### src/rtl/freq_counter_mc_pkg.sv
// Shared constants and types for the multi-channel reciprocal frequency counter.
// Optional timeout support is selected with FREQ_COUNTER_MC_TIMEOUT_EN.
package freq_counter_mc_pkg;

    // Word index (addr[5:2]) of each register
    localparam logic [3:0] RegCtrl    = 4'h0;
    localparam logic [3:0] RegGate    = 4'h1;
    localparam logic [3:0] RegStatus  = 4'h2;
    localparam logic [3:0] RegTimeout = 4'h3;
    localparam logic [3:0] RegCount0  = 4'h4;

    localparam int unsigned StatBusyLsb = 0;
    localparam int unsigned StatDoneLsb = 8;
    localparam int unsigned StatOvfLsb  = 16;
    localparam int unsigned StatTmoLsb  = 24;

    localparam int unsigned CtrlStartBit = 31;
    localparam int unsigned CtrlAbortBit = 30;

    typedef enum logic [1:0] {
        StIdle,
        StArm,
        StMeas
    } ch_state_e;

endpackage

### src/rtl/freq_counter_mc_channel.sv
// One measurement channel: input synchroniser, rising-edge detect, IDLE/ARM/MEAS
// state machine, saturating cycle counter and result register (FREQ_COUNTER_MC_TIMEOUT_EN).
module freq_counter_mc_channel
    import freq_counter_mc_pkg::*;
#(
    parameter int unsigned CNT_W       = 32,
    parameter int unsigned GATE_W      = 16,
    parameter int unsigned SYNC_STAGES = 2
) (
    input  logic              clk_i,
    input  logic              rst_ni,
    input  logic              sig_i,
    input  logic              start_i,
    input  logic              abort_i,
    input  logic [GATE_W-1:0] gate_i,
`ifdef FREQ_COUNTER_MC_TIMEOUT_EN
    input  logic [31:0]       timeout_i,
`endif
    output logic              busy_o,
    output logic              done_o,
    output logic              ovf_o,
    output logic              tmo_o,
    output logic [CNT_W-1:0]  count_o
);

    localparam logic [CNT_W-1:0] CntMax = '1;

    logic [SYNC_STAGES-1:0] sync_q;
    logic                   prev_q;
    logic                   rise;

    ch_state_e         state_q, state_d;
    logic [GATE_W-1:0] gate_q, gate_d;
    logic [GATE_W-1:0] per_q, per_d;
    logic [CNT_W-1:0]  cyc_q, cyc_d;
    logic [CNT_W-1:0]  count_q, count_d;
    logic              done_q, done_d;
    logic              ovf_q, ovf_d;
    logic              tmo_q, tmo_d;
`ifdef FREQ_COUNTER_MC_TIMEOUT_EN
    logic [31:0]       tcnt_q, tcnt_d;
`endif

    always_ff @(posedge clk_i or negedge rst_ni) begin
        if (!rst_ni) begin
            sync_q <= '0;
            prev_q <= 1'b0;
        end else begin
            sync_q <= {sync_q[SYNC_STAGES-2:0], sig_i};
            prev_q <= sync_q[SYNC_STAGES-1];
        end
    end

    assign rise = sync_q[SYNC_STAGES-1] & ~prev_q;

    always_comb begin
        state_d = state_q;
        gate_d  = gate_q;
        per_d   = per_q;
        cyc_d   = cyc_q;
        count_d = count_q;
        done_d  = done_q;
        ovf_d   = ovf_q;
        tmo_d   = tmo_q;
`ifdef FREQ_COUNTER_MC_TIMEOUT_EN
        tcnt_d  = tcnt_q;
`endif
        case (state_q)
            StIdle: begin
                if (start_i) begin
                    state_d = StArm;
                    gate_d  = (gate_i == '0) ? GATE_W'(1) : gate_i;
                    per_d   = '0;
                    cyc_d   = '0;
                    done_d  = 1'b0;
                    ovf_d   = 1'b0;
                    tmo_d   = 1'b0;
`ifdef FREQ_COUNTER_MC_TIMEOUT_EN
                    tcnt_d  = '0;
`endif
                end
            end
            StArm: begin
                if (abort_i) begin
                    state_d = StIdle;
                end else if (rise) begin
                    state_d = StMeas;
                    per_d   = '0;
                    cyc_d   = CNT_W'(1);
                end
            end
            StMeas: begin
                if (abort_i) begin
                    state_d = StIdle;
                end else if (rise && (per_q + GATE_W'(1) == gate_q)) begin
                    count_d = cyc_q;
                    done_d  = 1'b1;
                    state_d = StIdle;
                end else begin
                    if (rise) per_d = per_q + GATE_W'(1);
                    // Hold at all-ones once full; the gate still closes normally
                    if (cyc_q == CntMax) ovf_d = 1'b1;
                    else                 cyc_d = cyc_q + CNT_W'(1);
                end
            end
            default: state_d = StIdle;
        endcase
`ifdef FREQ_COUNTER_MC_TIMEOUT_EN
        // Completion and abort take precedence over an expiring timeout
        if (state_q != StIdle && state_d != StIdle) begin
            if (tcnt_q == timeout_i) begin
                tmo_d   = 1'b1;
                done_d  = 1'b1;
                count_d = CntMax;
                state_d = StIdle;
            end else begin
                tcnt_d = tcnt_q + 32'd1;
            end
        end
`endif
    end

    always_ff @(posedge clk_i or negedge rst_ni) begin
        if (!rst_ni) begin
            state_q <= StIdle;
            gate_q  <= GATE_W'(1);
            per_q   <= '0;
            cyc_q   <= '0;
            count_q <= '0;
            done_q  <= 1'b0;
            ovf_q   <= 1'b0;
            tmo_q   <= 1'b0;
`ifdef FREQ_COUNTER_MC_TIMEOUT_EN
            tcnt_q  <= '0;
`endif
        end else begin
            state_q <= state_d;
            gate_q  <= gate_d;
            per_q   <= per_d;
            cyc_q   <= cyc_d;
            count_q <= count_d;
            done_q  <= done_d;
            ovf_q   <= ovf_d;
            tmo_q   <= tmo_d;
`ifdef FREQ_COUNTER_MC_TIMEOUT_EN
            tcnt_q  <= tcnt_d;
`endif
        end
    end

    assign busy_o  = (state_q != StIdle);
    assign done_o  = done_q;
    assign ovf_o   = ovf_q;
    assign tmo_o   = tmo_q;
    assign count_o = count_q;

endmodule

### src/rtl/freq_counter_mc.sv
// Multi-channel reciprocal frequency counter with a Wishbone slave register port.
// Defining FREQ_COUNTER_MC_TIMEOUT_EN adds the TIMEOUT register and per-channel timeouts.
module freq_counter_mc
    import freq_counter_mc_pkg::*;
#(
    parameter int unsigned N_CH        = 4,
    parameter int unsigned CNT_W       = 32,
    parameter int unsigned GATE_W      = 16,
    parameter int unsigned SYNC_STAGES = 2
) (
    input  logic            clk_i,
    input  logic            ext_rst_i,
    input  logic [31:0]     addr_i,
    input  logic [31:0]     dat_i,
    input  logic            we_i,
    input  logic [3:0]      sel_i,
    input  logic            cyc_i,
    input  logic            stb_i,
    input  logic [N_CH-1:0] sig_i,
    output logic [31:0]     dat_o,
    output logic            ack_o,
    output logic            err_o,
    output logic            rty_o,
    output logic            irq_o
);

    logic [N_CH-1:0]   en_q;
    logic [GATE_W-1:0] gate_q;
`ifdef FREQ_COUNTER_MC_TIMEOUT_EN
    logic [31:0]       tmo_reg_q;
`endif
    logic              ack_q, err_q;
    logic [31:0]       dat_q;

    logic [N_CH-1:0]  busy, done, ovf, tmo, ch_start;
    logic [CNT_W-1:0] count [N_CH];

    logic        req, mapped, ro, ok, wr_en, ctrl_wr, abort, start_any;
    logic [3:0]  idx;
    logic [31:0] rdata, status;
    logic        unused_bus;

    assign unused_bus = ^{sel_i, addr_i[31:6], addr_i[1:0], dat_i};

    // A response cycle blocks sampling, so a held strobe is answered every other cycle
    assign req = cyc_i & stb_i & ~ack_q & ~err_q;
    assign idx = addr_i[5:2];

    always_comb begin
        status = '0;
        status[StatBusyLsb +: N_CH] = busy;
        status[StatDoneLsb +: N_CH] = done;
        status[StatOvfLsb  +: N_CH] = ovf;
        status[StatTmoLsb  +: N_CH] = tmo;
    end

    always_comb begin
        rdata  = '0;
        mapped = 1'b0;
        ro     = 1'b0;
        case (idx)
            RegCtrl: begin
                mapped = 1'b1;
                rdata  = 32'(en_q);
            end
            RegGate: begin
                mapped = 1'b1;
                rdata  = 32'(gate_q);
            end
            RegStatus: begin
                mapped = 1'b1;
                ro     = 1'b1;
                rdata  = status;
            end
`ifdef FREQ_COUNTER_MC_TIMEOUT_EN
            RegTimeout: begin
                mapped = 1'b1;
                rdata  = tmo_reg_q;
            end
`endif
            default: begin
                for (int unsigned c = 0; c < N_CH; c++) begin
                    if (idx == RegCount0 + 4'(c)) begin
                        mapped = 1'b1;
                        ro     = 1'b1;
                        rdata  = 32'(count[c]);
                    end
                end
            end
        endcase
    end

    assign ok        = mapped & ~(we_i & ro);
    assign wr_en     = req & we_i & ok;
    assign ctrl_wr   = wr_en & (idx == RegCtrl);
    assign abort     = ctrl_wr & dat_i[CtrlAbortBit];
    assign start_any = ctrl_wr & dat_i[CtrlStartBit] & ~dat_i[CtrlAbortBit] & ~(|busy);
    assign ch_start  = {N_CH{start_any}} & dat_i[N_CH-1:0];

    always_ff @(posedge clk_i or negedge ext_rst_i) begin
        if (!ext_rst_i) begin
            en_q      <= '0;
            gate_q    <= GATE_W'(1);
`ifdef FREQ_COUNTER_MC_TIMEOUT_EN
            tmo_reg_q <= '1;
`endif
            ack_q     <= 1'b0;
            err_q     <= 1'b0;
            dat_q     <= '0;
        end else begin
            ack_q <= req & ok;
            err_q <= req & ~ok;
            dat_q <= (req & ~we_i & mapped) ? rdata : '0;
            if (wr_en) begin
                case (idx)
                    RegCtrl:    en_q      <= dat_i[N_CH-1:0];
                    RegGate:    gate_q    <= dat_i[GATE_W-1:0];
`ifdef FREQ_COUNTER_MC_TIMEOUT_EN
                    RegTimeout: tmo_reg_q <= dat_i;
`endif
                    default: ;
                endcase
            end
        end
    end

    for (genvar c = 0; c < N_CH; c++) begin : g_ch
        freq_counter_mc_channel #(
            .CNT_W       (CNT_W),
            .GATE_W      (GATE_W),
            .SYNC_STAGES (SYNC_STAGES)
        ) u_ch (
            .clk_i     (clk_i),
            .rst_ni    (ext_rst_i),
            .sig_i     (sig_i[c]),
            .start_i   (ch_start[c]),
            .abort_i   (abort),
            .gate_i    (gate_q),
`ifdef FREQ_COUNTER_MC_TIMEOUT_EN
            .timeout_i (tmo_reg_q),
`endif
            .busy_o    (busy[c]),
            .done_o    (done[c]),
            .ovf_o     (ovf[c]),
            .tmo_o     (tmo[c]),
            .count_o   (count[c])
        );
    end

    assign dat_o = dat_q;
    assign ack_o = ack_q;
    assign err_o = err_q;
    assign rty_o = 1'b0;
    assign irq_o = |done;

endmodule

### config.mk
export PLATFORM = sky130hd
export DESIGN_NAME = freq_counter_mc
export DESIGN_NICKNAME = d
export VERILOG_FILES = /design/src/rtl/freq_counter_mc_pkg.sv /design/src/rtl/freq_counter_mc_channel.sv /design/src/rtl/freq_counter_mc.sv
export SDC_FILE = /design/constraint.sdc
export NUM_CORES = 1
export LEC_CHECK = 0
export CORE_UTILIZATION = 50
export DETAILED_ROUTE_END_ITERATION = 10
export PLACE_DENSITY = 0.65
export SKIP_LAST_GASP = 1
export SYNTH_ARGS = -nofsm -noshare
export SYNTH_HDL_FRONTEND = slang
export SYNTH_SLANG_ARGS = --single-unit
### constraint.sdc
create_clock -name clk_i -period 3.9 [get_ports clk_i]
set_input_delay 0.585 -clock clk_i [delete_from_list [all_inputs] [get_ports clk_i]]
set_output_delay 0.585 -clock clk_i [all_outputs]
set_load 0.01 [all_outputs]
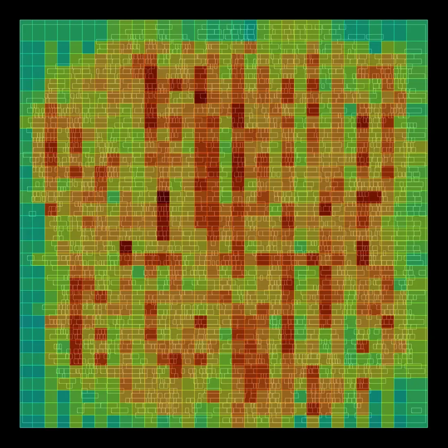
(run_1/congestion.png)
met1 routing resource usage after global routing: 40.5%
overall routing resource usage: 28.2%
most utilized layer in the global route result: met2
GR Layer Usage met3: 4.49%

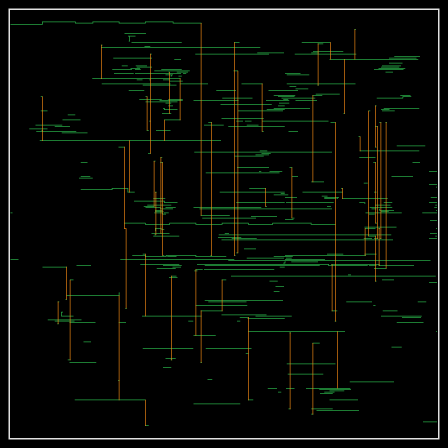
(run_1/wires.png)
Two of the layers only.
| layer | colour | wire length |
|---|---|---|
| metal 4 | orange | 1940 microns |
| metal 3 | green | 4290 microns |

==> ds_physical_params.txt, run 1 <==
Implementation parameters

Parameter                              Value

Finish
  Register area    11700 sq um
  Proportion of cell area occupied by multi-input gates    43.6%
  Clock buffer count in the final layout    71
  Core utilization of the finished layout    58.4%
  Layout buffer count excluding clock buffers    176
  Multi-input gates    1876
  Layout clock area frac    6.76%
  Commonest Layout Cell    dfrtp_1
  Share of final-layout standard cells stronger than drive strength 1    17.0%
  Post-route cell area    28700 sq um
  Num sequential    466
  Top library cells by usage in the layout, fill and taps aside    dfrtp_1 (461), nand2_1 (291), o21ai_0 (196)
  Count of fill cells added during filler insertion    4145
  Area taken by multi-input logic gates    12500 sq um
  Fraction of standard cell area that is sequential    40.7%

Worst setup path
  FF-to-FF End    g_ch[3].u_ch.per_q[14]
  Critical path arrival    4140 ps
  Type of the worst setup path    flip-flop to flip-flop
  Register-to-register setup slack    260 ps
  Top delay family on crit path    simple AND/OR/NAND/NOR gates
  Cell depth of the worst setup path    10
  Buffer-and-inverter tally for the worst setup path    1
  Highest cell delay on the worst timing path    540 ps
  Critical path required time    4400 ps
  CP Capture Type    flip-flop
  Crit Path Max Fanout    22
  Critical path capture point    g_ch[3].u_ch.per_q[14]
  Ordered cell list for the critical path    and4_1 -> nand3_4 -> or4_1 -> a221o_1 -> or4_4 -> nor4_4 -> buf_4 -> o31a_2 -> o21ai_0 -> a22o_1
  Kind of start point of the critical path    flip-flop
  Launch point of the worst reg-to-reg path    g_ch[3].u_ch.per_q[0]
  R2R depth    10
  Startpoint of the most critical setup path    g_ch[3].u_ch.per_q[0]

Clock tree
  Post-cts resize count    0
  Clock sinks    466
  Clk latency late pin    620 ps
  H-tree Lvls    2
  Maximum clock path buffer count    3
  Root buf cell    clkbuf_16
  Post-CTS Setup Repair Bufs    0
  Number of CTS-inserted buffers    53

Floorplanning
  Die X    226 microns
  Io pins    113
  Floorplan core area    49200 sq um
  Die height    226 microns
  Total die size    50900 sq um
  Count of inserted tapcells    664
  Rows    81

Yosys
  Commonest cells in the netlist    dfrtp_1 (461), nand2_1 (291), o21ai_0 (196), mux2_2 (177), nor2_1 (173)
  Per-instance average area after synthesis    9.78 sq um
  EDFF count, synth    0
  Yosys chip area    25000 sq um
  # Cells Yosys    2554
  Dominant Register Cell    dfrtp_1
  Register share after synthesis    46.7%
  Warnings, synthesis    0
  Floorplan net count    2655
  Main area contributors    dfrtp_1 (46%), mux2_2 (8.0%), nand2_1 (4.4%)

Detailed routing
  Average wire length per cell after detail routing    21.1 microns
  Via density per instance    6.20
  DRC violations left    0
  Wire length after detailed routing    70.2 mm
  First-pass DRT Iterations    6
  DRC marker count from the first detailed-route iteration    2051
  Vias after detailed routing    20.6k

GRT
  Fraction of met2 tracks used by global routing    43.5%
  Maximum number of pins on one net before global-route repair    101
  Global-route congestion overflow total    0
  Number of antenna violations at the first check in global routing    1

Final timing
  Number of hold violations in the final report    0
  Max-slew headroom    40.1%
  Achievable Freq    0.275 GHz
  Fin crit period    3640 ps
  Setup violation total in the final timing report    0
  Setup TNS after final layout    0 ps
  Total count of max-transition violations in the final report    0
  Max Clock Skew    20.4 ps
  Ratio of final minimum period to clock period    93.4%

Job
  Number of OpenROAD warnings    86

Outcome
  Result of the run    complete, no violations

Power and ir drop
  Static power due to leakage    12.8 nW
  Peak supply drop    349 uV

Placement
  Number of buffers inserted by port buffering    65
  Cell Area, Placed    26700 sq um

Min path
  Worst hold path class    primary input to async pin
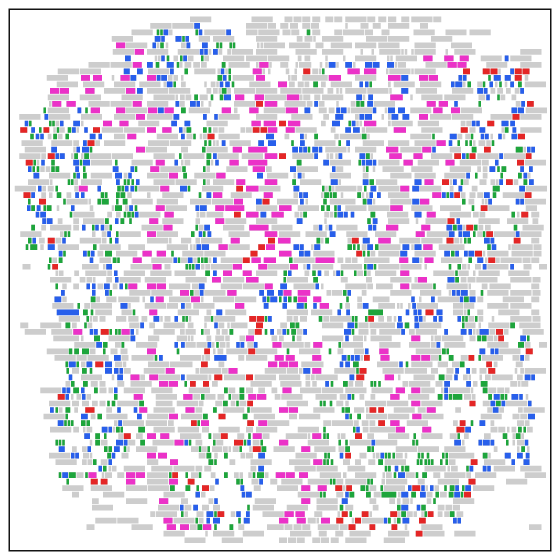
(run_1/logic_types.png)
| family | colour | cells | most used |
|---|---|---|---|
| non-inverting ao/oa cells | red | 120 | a22o_1 |
| nand cells | green | 496 | nand2_1 |
| mux cells | magenta | 226 | mux2_2 |
| aoi and oai cells | blue | 495 | o21ai_0 |

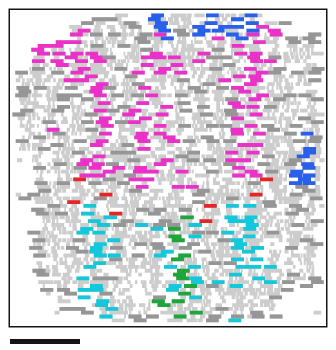
(run_1/flops_by_reg.png)
Scale bar: 50 microns. Other sequential cells in the stronger grey, the rest of the logic in the fainter grey.
| signal | colour | flops |
|---|---|---|
| g_ch.u_ch.state_q | red | 8 |
| gate_q | green | 16 |
| dat_o | blue | 32 |
| g_ch.u_ch.gate_q | cyan | 64 |
| g_ch.u_ch.count_o | magenta | 128 |
not coloured: 218

-- run 1: where the power goes --
part / switching [mW] / internal, mW / leakage [nW]
clock network: 2.13 / 3.39 / 0.951
logic: 0.900 / 0.520 / 5.45
registers: 0.240 / 4.96 / 6.42
-- run 1: routing by layer --
metal  vias up  wire length [microns]
met2       632                  32100
met3       119                   4290
met1     10300                  31800
met4         0                   1940
li1       9521                      -
met5         -                      0
-- run 1: cells by family after synthesis --
family          share of synthesized area [%]
compound gates                           16.4
xor+xnor                                 2.94
fa+ha+maj                                1.20
buf+inv                                  3.45
flops                                    46.7
mux                                      10.8
other cells                            0.0150
simple gates                             18.5
-- run 1: metrics by stage --
step                      hold WS [ps]  std cells
after CTS                         62.1       3320
after global routing              86.9       3320
final                             16.0       3320
after floorplan                    289       2554
after global placement             333       3222
after detailed placement           335       3222
==> run_1/layer_met4.png <==
Scale bar: 50 microns.
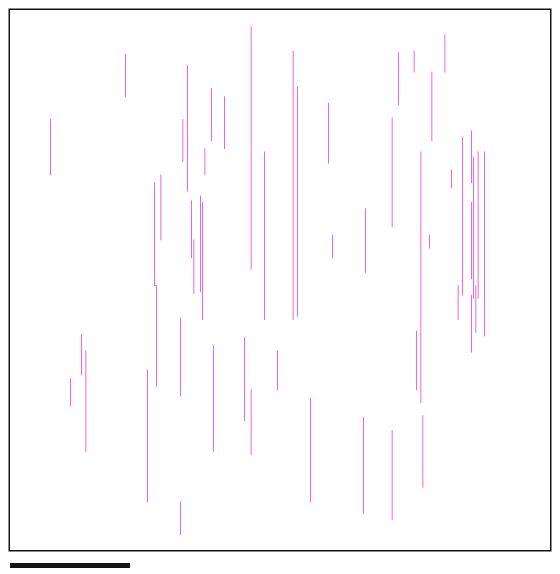

--- run 2 (diff from run 1) ---
Settings changed: CTS_CLUSTER_DIAMETER from default to 120, RECOVER_POWER from default to 100.
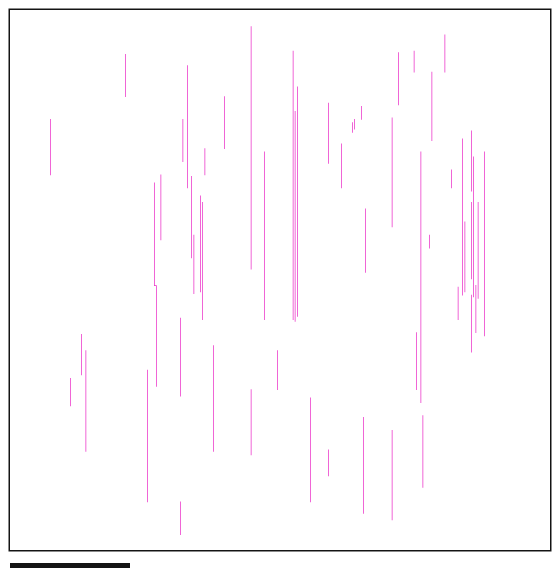
(run_2/layer_met4.png)
Scale bar: 50 microns.
share of all routed wire: 2.9%
wire length on this layer: 2020 microns
longest straight run: 112 microns
wire length after detailed routing: 69.9 mm
vias after detailed routing: 20.6k

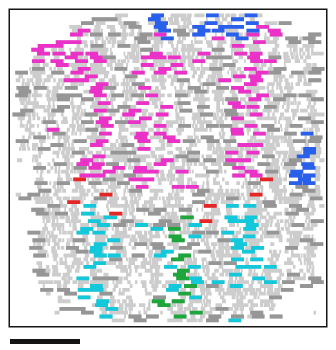
(run_2/flops_by_reg.png)
Scale bar: 50 microns. Other sequential cells in the stronger grey, the rest of the logic in the fainter grey.
| signal | colour | flops |
|---|---|---|
| g_ch.u_ch.gate_q | cyan | 64 |
| g_ch.u_ch.state_q | red | 8 |
| g_ch.u_ch.count_o | magenta | 128 |
| dat_o | blue | 32 |
| gate_q | green | 16 |
core utilization of the finished layout: 57.6%
fraction of standard cell area that is sequential: 41.2%
reported sequential group power: 5.20 mW
register area: 11700 sq um

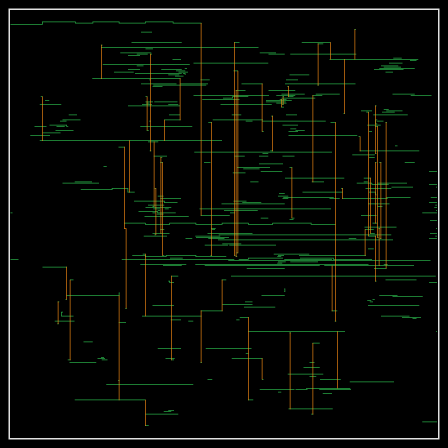
(run_2/wires.png)
Two of the layers only.
| layer | colour | wire length |
|---|---|---|
| metal 3 | green | 4250 microns |
| metal 4 | orange | 2020 microns |

==> run 2 against run 1 <==
Compared with the run above: the run now ends with max-capacitance violations, max-slew violations left; sequential cell count is the same; via count increased by 0.14%; register-to-register slack lost 60 ps; design area is 1.4% lower; clock-buffer cell count unchanged; wire length shrank 0.40%; clock power about the same; global-route usage did not move; area after synthesis unchanged; largest cell class unchanged.
==> ds_physical_params.txt, run 2 <==
Implementation parameters

Parameter                              Value

Job
  Count of maximum capacitance violations    2
  Number of OpenROAD warnings    87

Final timing
  Setup violation total in the final timing report    0
  Total count of max-transition violations in the final report    136
  Number of hold violations in the final report    0
  Achievable Freq    0.267 GHz
  Fin crit period    3750 ps
  Setup TNS after final layout    0 ps
  Ratio of final minimum period to clock period    96.2%
  Max Clock Skew    21.3 ps
  Max-slew headroom    -80.8%
  Worst Slack Setup Final    149 ps
  Worst hold-check slack    346 ps

Clock tree
  Post-CTS Setup Repair Bufs    0
  Clk latency late pin    620 ps
  Root buf cell    clkbuf_16
  Clock sinks    466
  Post-cts resize count    0
  H-tree Lvls    2
  Number of CTS-inserted buffers    53
  Maximum clock path buffer count    3

Worst setup path
  Critical path arrival    4240 ps
  Top delay family on crit path    buffers and inverters
  Type of the worst setup path    primary input to flip-flop
  Kind of start point of the critical path    primary input
  R2R depth    11
  FF-to-FF End    g_ch[3].u_ch.cyc_q[15]
  Startpoint of the most critical setup path    addr_i[3]
  Launch point of the worst reg-to-reg path    g_ch[3].u_ch.per_q[0]
  Highest cell delay on the worst timing path    580 ps
  CP Capture Type    flip-flop
  Crit Path Max Fanout    23
  Critical path capture point    g_ch[2].u_ch.per_q[8]
  Register-to-register setup slack    200 ps
  Critical path required time    4390 ps
  Cell depth of the worst setup path    12
  Ordered cell list for the critical path    dlygate4sd3_1 -> nor4b_1 -> clkbuf_1 -> and3_1 -> and3_1 -> nand2_1 -> clkbuf_1 -> a2111oi_0 -> buf_4 -> nand4_1 -> mux2i_1 -> a21o_1
  Buffer-and-inverter tally for the worst setup path    4

Yosys
  Dominant Register Cell    dfrtp_1
  # Cells Yosys    2554
  Main area contributors    dfrtp_1 (46%), mux2_2 (8.0%), nand2_1 (4.4%)
  Largest area contributor in the synthesized netlist    dfrtp_1
  EDFF count, synth    0
  Synthesized registers    466
  Register share after synthesis    46.7%
  Per-instance average area after synthesis    9.78 sq um
  Syn Inst Count    2554
  Yosys chip area    25000 sq um
  Commonest cells in the netlist    dfrtp_1 (461), nand2_1 (291), o21ai_0 (196), mux2_2 (177), nor2_1 (173)
  Warnings, synthesis    0
  Floorplan net count    2655

Outcome
  Violated checks    max-capacitance violations, max-slew violations
  Result of the run    complete, but fails checks

GRT
  Global-route congestion overflow total    0
  Number of antenna violations at the first check in global routing    1
  Maximum number of pins on one net before global-route repair    101
  Met1 routing resource usage after global routing    40.5%
  Most utilized layer in the global route result    met2
  Overall routing resource usage    28.2%

Detailed routing
  Routed metal-1 wirelength    31.7 mm
  Total met3 wirelength after detailed routing    4.25 mm
  Highest metal layer used by the detailed router    met4
  First-pass DRT Iterations    6
  Via density per instance    6.21
  DRC violations left    0
  WL met2    32.0 mm
  Average wire length per cell after detail routing    21.0 microns

Finish
  Layout clock area frac    6.85%
  Proportion of cell area occupied by multi-input gates    43.6%
  Layout buffer count excluding clock buffers    176
  Area taken by multi-input logic gates    12300 sq um
  Num sequential    466
  Clock buffer count in the final layout    71
  Top library cells by usage in the layout, fill and taps aside    dfrtp_1 (461), nand2_1 (291), o21ai_0 (196)
  Inserted Diodes    1
  Post-route cell area    28300 sq um
  Multi-input gates    1876
  Count of fill cells added during filler insertion    4230
  Count of placed standard cells in the final layout, fillers left out    3321

Min path
  Min-delay src    g_ch[2].u_ch.sync_q[0]
  Hold Path Depth    0
  Worst hold path class    flip-flop to flip-flop

Placement
  Placed Cells incl. Taps    3222
  Number of buffers inserted by port buffering    65
  Cell Area, Placed    26700 sq um

Floorplanning
  Floorplan core area    49200 sq um
  Io pins    113
  Rows    81
  Die X    226 microns
  Die height    226 microns
  Total die size    50900 sq um
  Count of inserted tapcells    664

Power and ir drop
  Static power due to leakage    12.7 nW
  Peak supply drop    350 uV
  Power, Total    12.1 mW
## run 2: cell counts after synthesis
No cell type changed its count.
## run 2: kinds of logic (layout without fill, tap and decap cells)
group                    after synthesis  after routing  share of synthesized area (%)
AND/OR/NAND/NOR                      926            926                           18.5
multiplexers                         226            226                           10.8
buffers and inverters                212            314                           3.45
XOR/XNOR                              84             84                           2.94
flip-flops                           466            466                           46.7
other                                  1              2                         0.0150
adder cells (fa/ha/maj)               24             24                           1.20
AND-OR/OR-AND                        615            615                           16.4
## run 2: power breakdown
part | internal, mW | switching [mW] | total (mW)
sequential | 4.96 | 0.239 | 5.20
combinational | 0.496 | 0.890 | 1.39
clock | 3.39 | 2.12 | 5.52
total | 8.85 | 3.25 | 12.1
Power and IR drop assume default switching activity.
